### config.mk
export PLATFORM = sky130hd
export DESIGN_NAME = mem_arbiter
export DESIGN_NICKNAME = d
export VERILOG_FILES = /design/src/rtl/mem_arbiter.sv
export SDC_FILE = /design/constraint.sdc
export NUM_CORES = 1
export LEC_CHECK = 0
export ABC_AREA = 1
export CORE_UTILIZATION = 35
export CTS_CLUSTER_SIZE = 8
export DETAILED_ROUTE_END_ITERATION = 8
export GPL_ROUTABILITY_DRIVEN = 0
export PLACE_DENSITY = 0.8
export SETUP_SLACK_MARGIN = 0.05
export SLEW_MARGIN = 20
export SYNTH_ARGS = -nofsm -noshare
export SYNTH_HDL_FRONTEND = slang
export SYNTH_SLANG_ARGS = --single-unit
export TNS_END_PERCENT = 30
### constraint.sdc
create_clock -name clk -period 1.9 [get_ports clk]
set_clock_uncertainty 0.15 [all_clocks]
set_input_delay 0.38 -clock clk [delete_from_list [all_inputs] [get_ports clk]]
set_output_delay 0.38 -clock clk [all_outputs]
set_load 0.01 [all_outputs]
### src/rtl/mem_arbiter.sv
// Round-robin arbiter sharing the unified_mem port between the I-cache fill
// path and the D-cache miss/write-back path; all memory strobes are registered.
module mem_arbiter #(
  parameter int ADDR_W = 14,
  parameter int DATA_W = 64
) (
  input  logic              clk,
  input  logic              rst_n,
  input  logic              i_req,
  input  logic [ADDR_W-1:0] i_addr,
  output logic              i_done,
  output logic [DATA_W-1:0] i_rdata,
  input  logic              d_req,
  input  logic              d_we,
  input  logic [ADDR_W-1:0] d_addr,
  input  logic [DATA_W-1:0] d_wdata,
  output logic              d_done,
  output logic [DATA_W-1:0] d_rdata,
  output logic [ADDR_W-1:0] mem_addr,
  output logic              mem_re,
  output logic              mem_we,
  output logic [DATA_W-1:0] mem_wdata,
  input  logic [DATA_W-1:0] mem_rd_data,
  input  logic              mem_rdy
);

  typedef enum logic [1:0] {IDLE, GRANT_I, GRANT_D} state_t;
  typedef enum logic {SIDE_I, SIDE_D} side_t;

  state_t            state, state_nxt;
  side_t             last_served, last_nxt;
  logic [ADDR_W-1:0] addr_nxt;
  logic [DATA_W-1:0] wdata_nxt, i_rdata_nxt, d_rdata_nxt;
  logic              re_nxt, we_nxt, i_done_nxt, d_done_nxt;
  logic              i_elig, d_elig, grant_i, grant_d;

  // A side whose done is high this cycle is dropping its request; never re-grant it.
  assign i_elig  = i_req && !i_done;
  assign d_elig  = d_req && !d_done;
  assign grant_d = d_elig && (!i_elig || last_served == SIDE_I);
  assign grant_i = i_elig && !grant_d;

  always_comb begin
    state_nxt   = state;
    last_nxt    = last_served;
    addr_nxt    = mem_addr;
    wdata_nxt   = mem_wdata;
    re_nxt      = mem_re;
    we_nxt      = mem_we;
    i_done_nxt  = 1'b0;
    d_done_nxt  = 1'b0;
    i_rdata_nxt = i_rdata;
    d_rdata_nxt = d_rdata;
    unique case (state)
      IDLE: begin
        if (grant_d) begin
          state_nxt = GRANT_D;
          last_nxt  = SIDE_D;
          addr_nxt  = d_addr;
          wdata_nxt = d_wdata;
          re_nxt    = !d_we;
          we_nxt    = d_we;
        end else if (grant_i) begin
          state_nxt = GRANT_I;
          last_nxt  = SIDE_I;
          addr_nxt  = i_addr;
          re_nxt    = 1'b1;
          we_nxt    = 1'b0;
        end
      end
      GRANT_I: begin
        if (mem_rdy) begin
          state_nxt   = IDLE;
          re_nxt      = 1'b0;
          we_nxt      = 1'b0;
          i_done_nxt  = 1'b1;
          i_rdata_nxt = mem_rd_data;
        end
      end
      GRANT_D: begin
        if (mem_rdy) begin
          state_nxt  = IDLE;
          re_nxt     = 1'b0;
          we_nxt     = 1'b0;
          d_done_nxt = 1'b1;
          if (mem_re) d_rdata_nxt = mem_rd_data;
        end
      end
      default: state_nxt = IDLE;
    endcase
  end

  always_ff @(posedge clk) begin
    if (!rst_n) begin
      state       <= IDLE;
      last_served <= SIDE_I;
      mem_addr    <= '0;
      mem_wdata   <= '0;
      mem_re      <= 1'b0;
      mem_we      <= 1'b0;
      i_done      <= 1'b0;
      d_done      <= 1'b0;
      i_rdata     <= '0;
      d_rdata     <= '0;
    end else begin
      state       <= state_nxt;
      last_served <= last_nxt;
      mem_addr    <= addr_nxt;
      mem_wdata   <= wdata_nxt;
      mem_re      <= re_nxt;
      mem_we      <= we_nxt;
      i_done      <= i_done_nxt;
      d_done      <= d_done_nxt;
      i_rdata     <= i_rdata_nxt;
      d_rdata     <= d_rdata_nxt;
    end
  end

endmodule

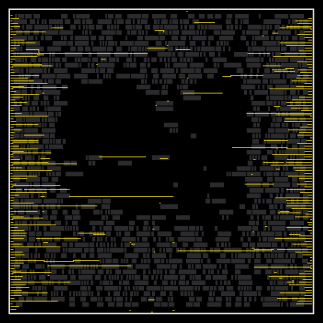
(the metal 3 layer)
(2 px per um) Cells faint in the background.
The layer holds 10% of the routed length. The longest straight run is 54.3 um.
Post-Route WL: 23880 um
met3 usage: 0.05843
vias: 7744

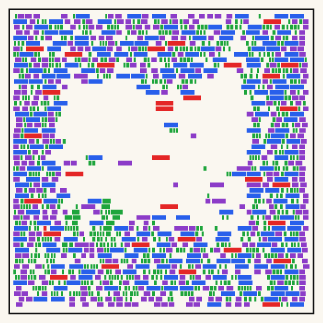
(cells colored by class)
(2 px per um)
flip-flops: marked blue, cells 213. clock drivers and dummy loads: marked red, cells 32. all other logic: marked green, cells 727. other buffers and delay cells: marked purple, cells 404.
core footprint: 0.02182 mm^2
fraction of area in registers: 0.3441
Core Rows: 54
post-layout util: 0.5678
final instance area: 0.01239 mm^2

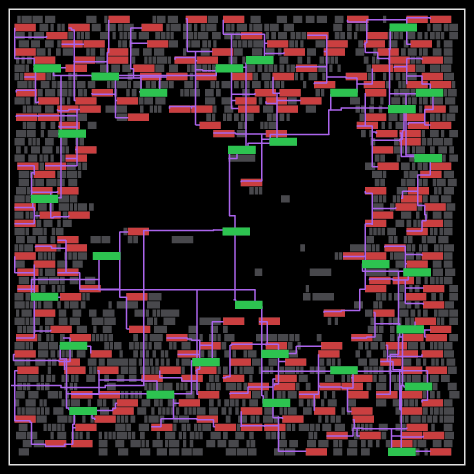
(clock network drawn from the DEF)
(3 px per um)
clock wires: marked purple, length 2690 um. flip-flops: marked red, count 213. cells driving clock nets: marked green, count 30.
There are 31 routed clock nets. Position of the flops: spread over the die.

==> metrics.cfg <==
[status]
status=completed

[logic_synthesis]
top_cells_by_area=dfxtp_1, nor2_1, o21ai_0
synth_cells=1009
yosysWarnings=0
top_cell=nor2_1
ys_types=22
yosys.area.top_type=dfxtp_1
ys_top_cells_by_count=nor2_1, dfxtp_1, o21ai_0, inv_1, a21oi_1
ys_cells=1009

[clock_tree]
postCtsSetupBuffers=0
clockBufferDepth=3
cts_resized=210
cts_num_sinks=213
numCtsBuffers=30
cts_hold_buf=0
cts_tree=done

[sta]
finalHoldViolations=0
whs_ns=0.2299
period_minus_slack_ns=1.768
fmax_mhz=565.7
setup_ws_ns=0.1324
fin_crit_sh=0.9303
slew_violations=0
worstMarginPinSlew_ns=0.6957

[power_and_ir_drop]
p_per_area_mw_per_mm2=957.3
netSwitchingPower_mw=3.098
p_sw_frac=0.2612
vdd_drop_max_uv=794.2
p_clk_mw=4.57
p_int_mw=8.763
powerComb_mw=2.23
p_seq_mw=5.06
share_comb_of_total_power=0.188

[place]
placedCellCount=1624
hpwl_um=16780

[die]
num_io_pins=372
die_h_um=151.4
die_x_um=151.4
taps=280

[layout]
clock_tree_area_fraction=0.06301
area_growth_syn_to_layout_pct=58.70
signal_buffer_area_fraction=0.3084
fin_cells=1656
buffers=404
dominant_cells=sequential cells
n_all_inverters=92
antennaDiodeCount=0
flop-count=213
biggestRegsByFlops=d_rdata (64), i_rdata (64), mem_wdata (64)
fill_cells=1991
comb_share=0.2283
n_clock_buffer=31
flop_area_mm2=0.004264

[drt]
drc=0
drtIter0Drc=321
met3_length_um=2376
viasPerCell=4.676
ant_nets=0
highest_layer=met4
wl_met2_um=11690
drt_first_pass_iters=4

[setup_path]
cp_data_arrival_time_ns=1.24
cp_top_family=flip-flops
cp.depth=1
r2r-start=state[1]$_SDFFE_PN0P_
worstPathMaxFanout=3
slowest_stage=dfxtp_1
cpPeakStageDelay_ns=0.39
rrSetupSlack_ns=0.26
critPathCaptureType=primary output
path_cells=dlygate4sd2_1

[worst_hold_path]
holdPathEnd=i_rdata[1]$_SDFFE_PN0P_
hp-start=rst_n
worstHoldPathCells=4
min_path_type=primary input to flop

[global_routing]
busiest_layer=met2
antenna_found_initial=0
grt_pass1_vias=7382
grt_pass1_wl_um=36220
grt_overflow=0
grt.met1_usage=0.2196
grt_use_total=0.1977

[job]
log.warning_count=31

logic make-up after synthesis:
group | count (synthesis) | share of synthesized area
AOI/OAI and AO/OA | 261 | 0.1678
adders and majority gates | 4 | 0.006411
buffers and inverters | 161 | 0.09455
DFF | 213 | 0.5462
and+or+nand+nor | 370 | 0.1851
placed cells by master, fill, tap and decap left out:
cell             count
buf_4               24
buf_12              10
dlygate4sd2_1      210
inv_1               90
a21oi_1             66
inv_2                2
nor2_1             289
nand2b_1             1
dfxtp_1            213
o21ai_0            181
clkbuf_16           31
o21ai_1             12
nand3b_1             1
nand3_1             19
nand2_1             54
nand3_4              1
or2_2                1
clkinv_2             1
nand2_4              2
ha_1                 4
a21oi_2              2
nor2_4               2
clkdlybuf4s50_1    160
